`src/rtl/uart_pkg.sv`:
```
// Shared encodings and helpers for the configurable UART.
package uart_pkg;

  typedef enum logic [1:0] {
    PAR_NONE = 2'd0,
    PAR_EVEN = 2'd1,
    PAR_ODD  = 2'd2
  } parity_t;

  typedef enum logic [2:0] {
    TX_IDLE,
    TX_START,
    TX_DATA,
    TX_PARITY,
    TX_STOP
  } tx_state_t;

  typedef enum logic [2:0] {
    RX_IDLE,
    RX_START,
    RX_DATA,
    RX_PARITY,
    RX_STOP,
    RX_WAIT
  } rx_state_t;

  localparam logic [15:0] MIN_DIVISOR = 16'd4;

  // True when the mode carries a parity bit (reserved code 3 behaves as none).
  function automatic logic parity_on(input logic [1:0] mode);
    return (mode == PAR_EVEN) || (mode == PAR_ODD);
  endfunction

  // Parity bit that makes the frame even/odd over data plus parity.
  function automatic logic parity_of(input logic [7:0] data, input logic [1:0] mode);
    return (^data) ^ (mode == PAR_ODD);
  endfunction

endpackage

```
`src/rtl/uart_sync_fifo.sv`:
```
// First-word-fall-through synchronous FIFO with occupancy output.
module uart_sync_fifo #(
  parameter int unsigned WIDTH = 8,
  parameter int unsigned AW    = 4
) (
  input  logic             clock,
  input  logic             reset,
  input  logic             clear,
  input  logic             wr_en,
  input  logic [WIDTH-1:0] wr_data,
  input  logic             rd_en,
  output logic [WIDTH-1:0] rd_data,
  output logic             empty,
  output logic [AW:0]      level
);

  localparam int unsigned DEPTH = 1 << AW;
  localparam logic [AW:0] FULL_COUNT = {1'b1, {AW{1'b0}}};

  logic [WIDTH-1:0] mem [DEPTH];
  logic [AW-1:0]    wr_ptr;
  logic [AW-1:0]    rd_ptr;
  logic [AW:0]      count;
  logic             do_rd;
  logic             do_wr;

  // A pop frees the slot a simultaneous push needs, so a full FIFO accepts both.
  always_comb begin
    do_rd   = rd_en && (count != '0);
    do_wr   = wr_en && ((count != FULL_COUNT) || do_rd);
    empty   = (count == '0);
    level   = count;
    rd_data = mem[rd_ptr];
  end

  // Storage array, written only on an accepted push.
  always_ff @(posedge clock) begin
    if (do_wr) mem[wr_ptr] <= wr_data;
  end

  // Pointer and occupancy bookkeeping.
  always_ff @(posedge clock) begin
    if (reset || clear) begin
      wr_ptr <= '0;
      rd_ptr <= '0;
      count  <= '0;
    end else begin
      if (do_wr) wr_ptr <= wr_ptr + 1'b1;
      if (do_rd) rd_ptr <= rd_ptr + 1'b1;
      case ({do_wr, do_rd})
        2'b10:   count <= count + 1'b1;
        2'b01:   count <= count - 1'b1;
        default: count <= count;
      endcase
    end
  end

endmodule

```
`src/rtl/uart_configurable.sv`:
```
// Configurable UART: runtime divisor/parity/stop bits, FIFOs, flow control, error flags.
module uart_configurable
  import uart_pkg::*;
#(
  parameter int unsigned DEFAULT_DIVISOR = 2083,
  parameter int unsigned FIFO_AW         = 4,
  parameter int unsigned RTS_MARGIN      = 2
) (
  input  logic               clock,
  input  logic               reset,
  input  logic               rxd,
  output logic               txd,
  input  logic               cts,
  output logic               rts,
  input  logic [7:0]         tx_data,
  input  logic               write_enable,
  output logic               tx_fifo_full,
  output logic               tx_busy,
  output logic [7:0]         rx_data,
  input  logic               read_enable,
  output logic               rx_data_ready,
  output logic [FIFO_AW:0]   rx_fifo_level,
  input  logic               divisor_wr,
  input  logic [15:0]        divisor_in,
  input  logic [1:0]         parity_mode,
  input  logic               two_stop_bits,
  output logic               parity_error,
  output logic               framing_error,
  output logic               overrun_error,
  input  logic               clear_errors
);

  localparam logic [FIFO_AW:0] FIFO_FULL = {1'b1, {FIFO_AW{1'b0}}};

  logic [15:0] divisor;

  // TX path state
  tx_state_t        tx_state;
  logic [15:0]      tx_cnt, tx_div;
  logic [3:0]       tx_bit;
  logic [7:0]       tx_shift, tx_head;
  logic             tx_par_en, tx_par_bit, tx_stop2;
  logic             tx_empty, tx_pop;
  logic [FIFO_AW:0] tx_level;

  // RX path state
  rx_state_t        rx_state;
  logic             rx_s1, rx_s2, rx_prev;
  logic [15:0]      rx_cnt, rx_div;
  logic [3:0]       rx_bit;
  logic [7:0]       rx_shift;
  logic [1:0]       rx_mode;
  logic             rx_par;
  logic             rx_sample, rx_push, rx_wr, rx_rd, rx_empty, rx_full;
  logic [FIFO_AW:0] rx_level, rx_level_next, rx_free;

  // Divisor register, clamped to the minimum usable bit period.
  always_ff @(posedge clock) begin
    if (reset)           divisor <= 16'(DEFAULT_DIVISOR);
    else if (divisor_wr) divisor <= (divisor_in < MIN_DIVISOR) ? MIN_DIVISOR : divisor_in;
  end

  uart_sync_fifo #(.WIDTH(8), .AW(FIFO_AW)) u_tx_fifo (
    .clock(clock), .reset(reset), .clear(1'b0),
    .wr_en(write_enable), .wr_data(tx_data),
    .rd_en(tx_pop), .rd_data(tx_head),
    .empty(tx_empty), .level(tx_level)
  );

  uart_sync_fifo #(.WIDTH(8), .AW(FIFO_AW)) u_rx_fifo (
    .clock(clock), .reset(reset), .clear(1'b0),
    .wr_en(rx_wr), .wr_data(rx_shift),
    .rd_en(read_enable), .rd_data(rx_data),
    .empty(rx_empty), .level(rx_level)
  );

  // Status decode, FIFO handshakes and the RX sample strobe.
  always_comb begin
    tx_pop        = (tx_state == TX_IDLE) && !tx_empty && !cts;
    tx_busy       = (tx_state != TX_IDLE) || !tx_empty;
    tx_fifo_full  = (tx_level == FIFO_FULL);
    rx_full       = (rx_level == FIFO_FULL);
    rx_data_ready = !rx_empty;
    rx_fifo_level = rx_level;
    rx_sample     = (rx_state == RX_START) ? (rx_cnt == (rx_div >> 1)) : (rx_cnt == rx_div - 16'd1);
    rx_push       = (rx_state == RX_STOP) && rx_sample;
    rx_wr         = rx_push && !rx_full;
    rx_rd         = read_enable && !rx_empty;
    rx_level_next = rx_level + {{FIFO_AW{1'b0}}, rx_wr} - {{FIFO_AW{1'b0}}, rx_rd};
    rx_free       = FIFO_FULL - rx_level_next;
  end

  // TX frame sequencer; txd is registered and driven on each bit boundary.
  always_ff @(posedge clock) begin
    if (reset) begin
      tx_state   <= TX_IDLE;
      txd        <= 1'b1;
      tx_cnt     <= '0;
      tx_div     <= MIN_DIVISOR;
      tx_bit     <= '0;
      tx_shift   <= '0;
      tx_par_en  <= 1'b0;
      tx_par_bit <= 1'b0;
      tx_stop2   <= 1'b0;
    end else if (tx_state == TX_IDLE) begin
      txd <= 1'b1;
      if (tx_pop) begin
        tx_state   <= TX_START;
        txd        <= 1'b0;
        tx_cnt     <= '0;
        tx_div     <= divisor;
        tx_shift   <= tx_head;
        tx_par_en  <= parity_on(parity_mode);
        tx_par_bit <= parity_of(tx_head, parity_mode);
        tx_stop2   <= two_stop_bits;
      end
    end else if (tx_cnt == tx_div - 16'd1) begin
      tx_cnt <= '0;
      case (tx_state)
        TX_START: begin
          tx_state <= TX_DATA;
          tx_bit   <= '0;
          txd      <= tx_shift[0];
        end
        TX_DATA: begin
          if (tx_bit == 4'd7) begin
            tx_bit   <= '0;
            tx_state <= tx_par_en ? TX_PARITY : TX_STOP;
            txd      <= tx_par_en ? tx_par_bit : 1'b1;
          end else begin
            tx_bit   <= tx_bit + 4'd1;
            tx_shift <= tx_shift >> 1;
            txd      <= tx_shift[1];
          end
        end
        TX_PARITY: begin
          tx_state <= TX_STOP;
          txd      <= 1'b1;
        end
        TX_STOP: begin
          txd <= 1'b1;
          if (tx_stop2 && tx_bit == 4'd0) tx_bit   <= 4'd1;
          else                            tx_state <= TX_IDLE;
        end
        default: tx_state <= TX_IDLE;
      endcase
    end else begin
      tx_cnt <= tx_cnt + 16'd1;
    end
  end

  // Two-flop synchroniser plus one delayed copy for falling-edge detection.
  always_ff @(posedge clock) begin
    if (reset) begin
      rx_s1   <= 1'b1;
      rx_s2   <= 1'b1;
      rx_prev <= 1'b1;
    end else begin
      rx_s1   <= rxd;
      rx_s2   <= rx_s1;
      rx_prev <= rx_s2;
    end
  end

  // RX frame sequencer and sticky error flags; a same-cycle event overrides clear.
  always_ff @(posedge clock) begin
    if (reset) begin
      rx_state      <= RX_IDLE;
      rx_cnt        <= '0;
      rx_div        <= MIN_DIVISOR;
      rx_bit        <= '0;
      rx_shift      <= '0;
      rx_mode       <= PAR_NONE;
      rx_par        <= 1'b0;
      parity_error  <= 1'b0;
      framing_error <= 1'b0;
      overrun_error <= 1'b0;
    end else begin
      if (clear_errors) begin
        parity_error  <= 1'b0;
        framing_error <= 1'b0;
        overrun_error <= 1'b0;
      end
      case (rx_state)
        RX_IDLE: begin
          if (rx_prev && !rx_s2) begin
            rx_state <= RX_START;
            rx_cnt   <= '0;
            rx_div   <= divisor;
            rx_mode  <= parity_mode;
          end
        end
        RX_WAIT: begin
          if (rx_s2) rx_state <= RX_IDLE;
        end
        default: begin
          if (rx_sample) begin
            rx_cnt <= '0;
            case (rx_state)
              RX_START: begin
                rx_bit   <= '0;
                rx_state <= rx_s2 ? RX_IDLE : RX_DATA;
              end
              RX_DATA: begin
                rx_shift <= {rx_s2, rx_shift[7:1]};
                if (rx_bit == 4'd7) rx_state <= parity_on(rx_mode) ? RX_PARITY : RX_STOP;
                else                rx_bit   <= rx_bit + 4'd1;
              end
              RX_PARITY: begin
                rx_par   <= rx_s2;
                rx_state <= RX_STOP;
              end
              RX_STOP: begin
                if (!rx_s2) framing_error <= 1'b1;
                if (parity_on(rx_mode) && (parity_of(rx_shift, rx_mode) != rx_par)) parity_error <= 1'b1;
                if (rx_full) overrun_error <= 1'b1;
                rx_state <= rx_s2 ? RX_IDLE : RX_WAIT;
              end
              default: rx_state <= RX_IDLE;
            endcase
          end else begin
            rx_cnt <= rx_cnt + 16'd1;
          end
        end
      endcase
    end
  end

  // Flow control follows the occupancy the RX FIFO will have after this edge.
  always_ff @(posedge clock) begin
    if (reset) rts <= 1'b0;
    else       rts <= (32'(rx_free) <= RTS_MARGIN);
  end

endmodule
```
`config.mk`:
```
export PLATFORM = sky130hd
export DESIGN_NAME = uart_configurable
export DESIGN_NICKNAME = d
export VERILOG_FILES = /design/src/rtl/uart_pkg.sv /design/src/rtl/uart_sync_fifo.sv /design/src/rtl/uart_configurable.sv
export SDC_FILE = /design/constraint.sdc
export NUM_CORES = 1
export LEC_CHECK = 0
export CORE_ASPECT_RATIO = 0.8
export CORE_MARGIN = 4
export CORE_UTILIZATION = 45
export DETAILED_ROUTE_END_ITERATION = 7
export GPL_TIMING_DRIVEN = 0
export PLACE_DENSITY_LB_ADDON = 0.25
export SYNTH_ARGS = -nofsm -noshare
export SYNTH_HDL_FRONTEND = slang
export SYNTH_SLANG_ARGS = --single-unit
```
`constraint.sdc`:
```
create_clock -name clock -period 7 [get_ports clock]
set_input_delay 1.05 -clock clock [delete_from_list [all_inputs] [get_ports clock]]
set_output_delay 1.05 -clock clock [all_outputs]
set_load 0.02 [all_outputs]
```
Figure 1. Signal metal coverage by tile (run 1).
Scale: 1.5 px per um. 24 x 19 tiles, from dark blue (low) to red (high), scaled to the fullest tile. Values are wire area over tile area, all layers added.
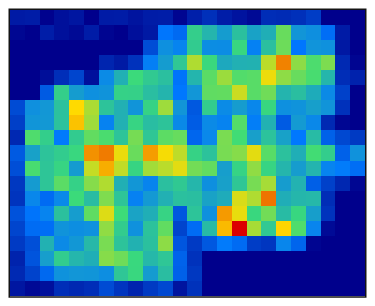
nearly empty tiles = 18%
mean over tiles = 0.15
emptiest ninth of the die = north-west
tiles over half the peak = 18%
fullest tile = 0.51

Figure 2. Where the registers sit (run 1).
Scale: 2 px per um. Other sequential cells in the stronger gray, the rest of the logic in the fainter gray.
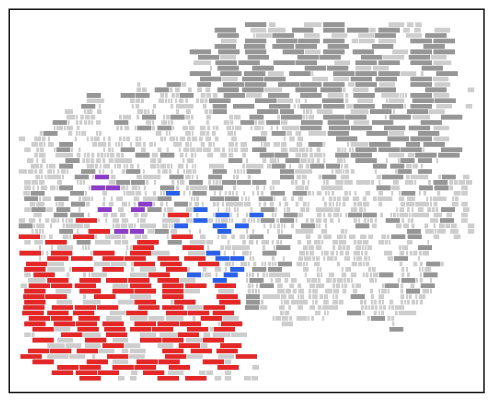
u_tx_fifo.mem -> red  # flops 128
tx_shift -> purple  # flops 8, where west
divisor -> blue  # flops 16, where center
not colored = 262

Figure 3. Placement view (run 1).
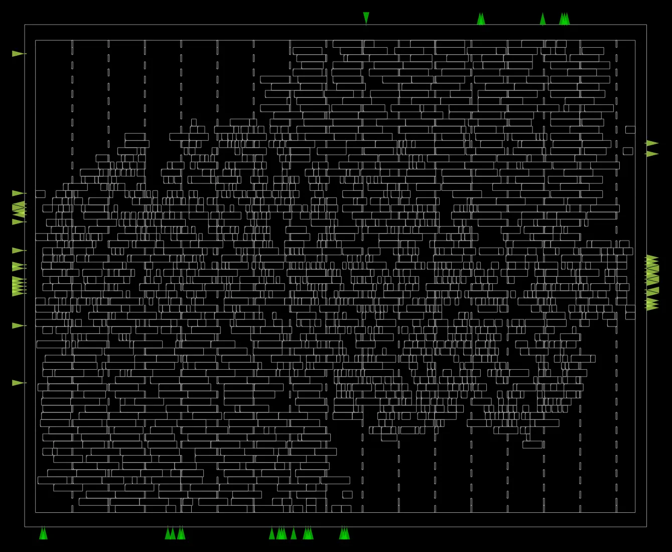
row count: 66
Tapcell Cnt: 544
FF+latch count: 414
area of the core: 41,000 um2

==> run 1: routing by layer <==
layer,track usage (%),share of wire [%],vias up
met3,3.23,6.8,48
met2,29.3,44,381
met4,3.59,1.1,2
li1,-,-,5795
met1,28.7,48,6019
met5,0,0.042,-
==> run 1: power breakdown <==
part	switching, W	internal [W]	total, W
logic	0.000721	0.000537	0.00126
registers	0.0000954	0.00268	0.00278
clock network	0.000961	0.00129	0.00225
==> run 1: worst register-to-register path, stage by stage, from the launching register on <==
cell and delay [ps]:
dfxtp_1 290, clkbuf_1 190, inv_1 130, ha_1 300, or3b_2 540, nor2_4 160
nor4b_4 230, a41oi_2 180, nor4b_2 390, o32a_4 310, and2_1 150, buf_4 180
nand4_1 260, nor3_1 1000
==> run 1: cell families (layout without fill, tap and decap cells) <==
| kind of cell | after synthesis | count (layout) | share of synthesized area [%] |
|---|---|---|---|
| simple gates | 488 | 488 | 13.1 |
| flops | 414 | 414 | 57.7 |
| compound gates | 221 | 221 | 7.60 |
| buf+inv | 140 | 271 | 3.10 |
| mux | 127 | 127 | 12.1 |
| xor+xnor | 88 | 88 | 4.10 |
| fa+ha+maj | 34 | 34 | 2.38 |
==> run 1: layout make-up <==
cell class	count	area share [%]
timing repair buffer	54	2.52
multi-input combinational	958	34.6
buffer	96	1.95
inverter	44	0.770
clock buffer	52	5.17
tap	544	3.17
clock inverter	25	1.27
sequential	414	50.6
==> run 1: final timing paths <==
kind / slack [ps] / from / to
max: 2310 / flip-flop / rx_data[3]
min: 410 / rx_s1 / rx_s2
max reg2reg: 2310 / rx_div[1] / u_rx_fifo.mem[2][1]
min reg2reg: 410 / rx_s1 / rx_s2
==> run_results.csv, run 1 <==
group,metric,value,unit
min_path,hold_depth,1,
synth,netlist_instances,1512,
clock_network,cts-buffers-inserted,42,
die,num_io_pins,56,
global_route,grt_first_pass_wirelength,68400,um
global_route,grt_usage,19.0,%
timing,tightest_slew,1320,ps
cells_and_area,ff_latch_area,10900,um2
cells_and_area,final_common_cell,"edfxtp_1",
critical_path,cp_slowest_cell,"buf_1",
timing,fin_hold_ws,413,ps
die,dieArea,45200,um2
clock_network,clk_latency,560,ps
timing,relSlewSlack,11.2,%
synth,synth_warnings,0,
cells_and_area,mostFrequentLayoutCells,"edfxtp_1 (256), dfxtp_1 (158), nand2_1 (136), nor2_1 (130), a21oi_1 (82)",
clock_network,post_cts_buffers,0,
pwr,p_leak,7.31,nW
route,first_pass_iters,5,
clock_network,post_cts_resized,0,
clock_network,root_buffer,"clkbuf_16",
global_route,grt_pass1_vias,12000,
timing,fin_worst_skew,18.4,ps
synth,syn_avg_cell_area,12.4,um2
timing,hold_viol_final,0,
synth,ys_seq_share,57.7,%
synth,top_cells_by_count,"edfxtp_1 (256), dfxtp_1 (158), nand2_1 (136), nor2_1 (130), a21oi_1 (82)",
timing,setup_slack,2310,ps
cells_and_area,num-fill-cells,3548,
place,gp_congestion,0.853,
route,ant_nets,0,
critical_path,crit_family,"buffers and inverters",
pwr,ir_worst_vdd,0.227,mV
run_status,outcome,"complete, no violations",
critical_path,worst-path-buf-inv,3,
synth,syn-cell-area,18800,um2
die,die_w,237,um
pwr,p_per_area,293,nW/um2
pwr,p_total,0.00629,W
place,dpl.hpwl,30800,um
synth,synth_cell_types,80,
synth,edf_count,256,
timing,setup_violations,0,
route,drc_errors,0,
Figure 4. Metal layers overlaid (run 1).
Scale: 1.5 px per um. Only two layers are drawn.
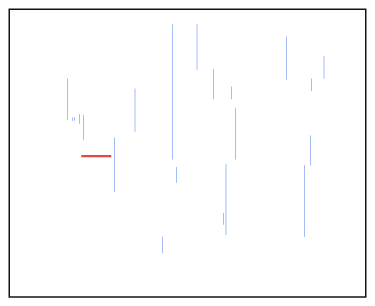

==> run 2, diff against run 1 <==
clock period = 4.3 ns   (was 7 ns; I/O delays follow)
Figure 5. Metal layers overlaid (run 2).
Scale: 1.5 px per um. Only two layers are drawn.
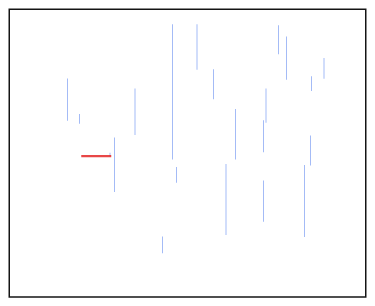
M4 -> blue  # wire length 552 um
M5 -> red  # wire length 18.4 um

==> run 2 against run 1 <==
Against the previous run: worst hold slack about the same; cell count did not move; clock skew is 1.1 ps higher; core utilization is 0.38 points higher; critical path type unchanged.
==> run_results.csv, run 2 <==
group,metric,value,unit
run_status,outcome,"complete, no violations",
cells_and_area,comb-cell-share,35.0,%
cells_and_area,n_clock_buffer,52,
clock_network,root_buffer,"clkbuf_16",
timing,setup_slack,237,ps
pwr,switching_power,0.00291,W
pwr,p_seq,0.00453,W
cells_and_area,clk_share,6.39,%
cells_and_area,buffers,150,
synth,top_cells_by_count,"edfxtp_1 (256), dfxtp_1 (158), nand2_1 (136), nor2_1 (130), a21oi_1 (82)",
critical_path,worst-path-buf-inv,3,
pwr,internal_power,0.00735,W
cells_and_area,layout.non_clock_inverters,44,
synth,ys_sh_xor,4.10,%
timing,relSlewSlack,4.44,%
cells_and_area,mostFrequentLayoutCells,"edfxtp_1 (256), dfxtp_1 (157), nand2_1 (136), nor2_1 (123), a21oi_1 (82)",
clock_network,cts-buffers-inserted,42,
die,rows,66,
pwr,power_leader,"registers",
synth,simple_gate_area_share,13.1,%
synth,synth_warnings,0,
cells_and_area,ff_latch_area,10900,um2
critical_path,cp_slowest_cell,"mux4_2",
pwr,clock_power_share,35.8,%
pwr,ir_worst_vdd,0.371,mV
timing,tightest_slew,1420,ps
pwr,seqPwrFrac,44.1,%
cells_and_area,sh_seq_area,50.2,%
timing,fin_worst_skew,19.4,ps
clock_network,post_cts_buffers,1,
cells_and_area,final_common_cell,"edfxtp_1",
cells_and_area,nMultiInputCombCells,958,
Figure 6. Wires at chosen ports, followed through buffers (run 2).
Scale: 2 px per um.
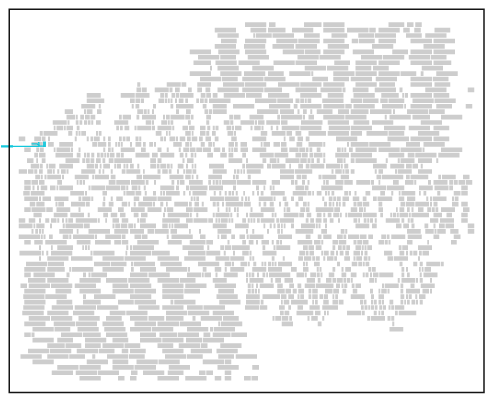
tx_busy -> cyan  # bits 1, direction output, edge west, end cells 1, buffers 1, wire 23.8 um

[run 2: cell count changes in the layout (fill, tap and decap cells not counted), moves of 3 or more]
cell,change
nor2_1,-7
nor2_2,+7
nor3_4,+4
buf_1,-3
nor3_1,-3
nor4_1,-3
[run 2: metrics by stage]
step | hold slack (ps) | util [%] | std cells | setup TNS [ps]
after floorplan | 389 | - | 1512 | 0
after global placement | 398 | 48.9 | 2110 | -13080
final | 413 | 52.8 | 2187 | 0
after global routing | 432 | 52.8 | 2187 | -56.0
after CTS | 419 | 52.6 | 2188 | 0
after detailed placement | 406 | 49.0 | 2110 | -19940
[run 2: final timing paths]
path	from	cells after the start	slack, ps	endpoint
setup / recovery	flip-flop	5	240	rx_data[0]
hold / removal	rx_s1	1	410	rx_s2
setup reg to reg	rx_div[4]	11	260	u_rx_fifo.mem[6][0]
hold reg to reg	rx_s1	1	410	rx_s2
[run 2: kinds of logic after synthesis]
group	Yosys count
AOI/OAI and AO/OA	221
muxes	127
DFF	414
buffers and inverters	140
xor gates and xnor gates	88
adders and majority gates	34
and+or+nand+nor	488
[run 2: layer usage]
layer / share of wire (%) / track usage (%) / wire (um) / vias up
met5: 0.041 / 0 / 18 / -
li1: - / - / - / 5801
met1: 48 / 28.9 / 21100 / 6134
met3: 5.8 / 3.14 / 2540 / 47
met4: 1.3 / 3.68 / 552 / 2
met2: 45 / 29.4 / 19500 / 355
[run 2: worst reg2reg max path: stages (launching register included)]
cell and delay, ps:
dfxtp_1 290, clkbuf_1 210, or4_4 580, nor3_1 260, o21ai_0 150, a211oi_1 310, nand4_1 190, nor3_4 320
and2_1 180, buf_4 180, nand4_1 310, nor2_1 690
Figure 7. Signal metal coverage by tile (run 2).
Scale: 1.5 px per um. 24 x 19 tiles, from dark blue (low) to red (high), scaled to the fullest tile. Values are wire area over tile area, all layers added.
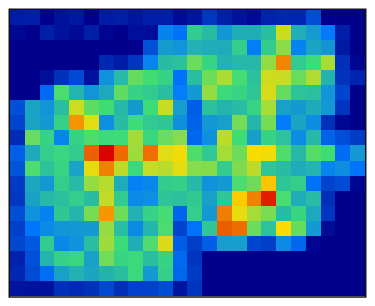

==> run 3, diff against run 2 <==
REMOVE_ABC_BUFFERS = 1   (was unset)
Figure 8. Signal metal coverage by tile (run 3).
Scale: 1.5 px per um. 24 x 19 tiles, from dark blue (low) to red (high), scaled to the fullest tile. Values are wire area over tile area, all layers added.
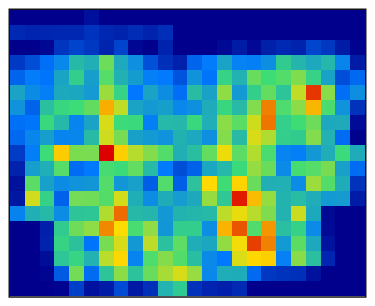
fullest tile = 0.41
nearly empty tiles = 18%
tiles over half the peak = 25%
emptiest ninth of the die = north

Figure 9. Wires at chosen ports, followed through buffers (run 3).
Scale: 2 px per um.
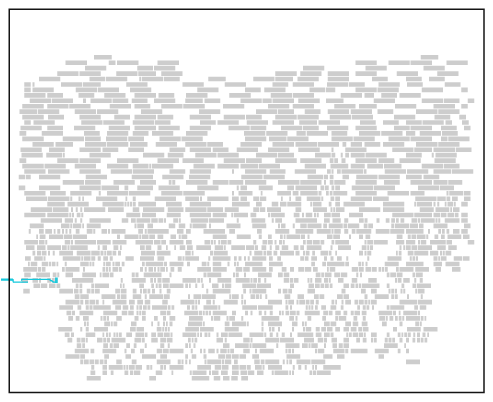
Port Buffers: 55
Ports: 56

==> run 3 against run 2 <==
Against the previous run: register-to-register slack lost 130 ps; total power decreased by 1.2%; non-clock buffer count shrank 74.
==> run_results.csv, run 3 <==
group,metric,value,unit
run_status,outcome,"complete, no violations",
cells_and_area,fin_util,52.2,%
cells_and_area,instances_no_fill,2108,
timing,setup_slack,125,ps
pwr,ir_worst_vdd,0.398,mV
min_path,hold_depth,1,
timing,relSlewSlack,19.3,%
critical_path,reg2reg_from,"rx_div[0]",
synth,synth_warnings,0,
timing,fin_hold_ws,409,ps
synth,top_cells_by_count,"edfxtp_1 (256), dfxtp_1 (158), nand2_1 (136), nor2_1 (130), a21oi_1 (82)",
timing,rsz0062_at_grt,"yes",
cells_and_area,mostFrequentLayoutCells,"edfxtp_1 (256), dfxtp_1 (151), nand2_1 (136), nor2_1 (121), a21oi_1 (81)",
cells_and_area,ff_latch_area,10900,um2
clock_network,cts-buffers-inserted,41,
timing,tightest_slew,1210,ps
route,wl_met3,1840,um
min_path,hold_path_end,"rx_s2",
cells_and_area,final_common_cell,"edfxtp_1",
global_route,met2_usage,25.9,%
clock_network,root_buffer,"clkbuf_16",
global_route,busiest_layer,"met2",
die,rows,66,
route,route.met2.wl,17200,um
critical_path,cp_slowest_cell,"nor2_2",
min_path,min_from,"rx_s1",
route,m1WireLength,19100,um
timing,fin_worst_skew,14.4,ps
timing,fin_setup_tns,0,ps
route,top_layer,"met4",
run 3: cell counts after synthesis:
Identical to the previous run, type by type.
run 3: cell type report:
| cell class | count | area share, % |
|---|---|---|
| clock buffers | 57 | 5.55 |
| clock inverters | 15 | 0.836 |
| inverters | 44 | 0.772 |
| multi-input cells | 958 | 35.2 |
| flip-flops and latches | 414 | 50.8 |
| well taps | 544 | 3.18 |
| repair buffers | 76 | 3.66 |
run 3: worst max-delay path by stage:
| stage | to |
|---|---|
| floorplan | u_rx_fifo.level[4] |
| global placement | rx_cnt[2] |
| detailed placement | u_rx_fifo.mem[0][0] |
| CTS | u_rx_fifo.mem[12][2] |
| global route | u_rx_fifo.mem[10][3] |
| finish | u_rx_fifo.mem[4][0] |
run 3: cells by family (layout without fill, tap and decap cells):
logic type	count (synthesis)	after routing	share of synthesized area [%]
simple gates	488	488	13.1
flops	414	414	57.7
compound gates	221	221	7.60
buf+inv	140	192	3.10
mux	127	127	12.1
xor+xnor	88	88	4.10
fa+ha+maj	34	34	2.38
run 3: power breakdown:
| group | total [W] | leakage, nW | switching, W | internal (W) |
|---|---|---|---|---|
| Combinational | 0.00191 | 2.94 | 0.00102 | 0.000888 |
| Clock | 0.00363 | 0.669 | 0.00147 | 0.00216 |
| Sequential | 0.00459 | 3.63 | 0.000220 | 0.00437 |
| Total | 0.0101 | 7.23 | 0.00271 | 0.00742 |
run 3: timing repair:
action | 4_1_cts | 5_1_grt
cloned | 0 | 0
pin swaps | 2 | 6
buffers inserted | 2 | 12
setup endpoints to repair | 105 | 115
resized | 12 | 19
run 3: worst max-delay path: cells and delay by family, from the launching register on:
family          cells  cell delay, ps
compound gates      2             470
buf+inv             1             130
flops               1             370
fa+ha+maj           1             190
simple gates        7            2640
Power and IR drop assume default switching activity.
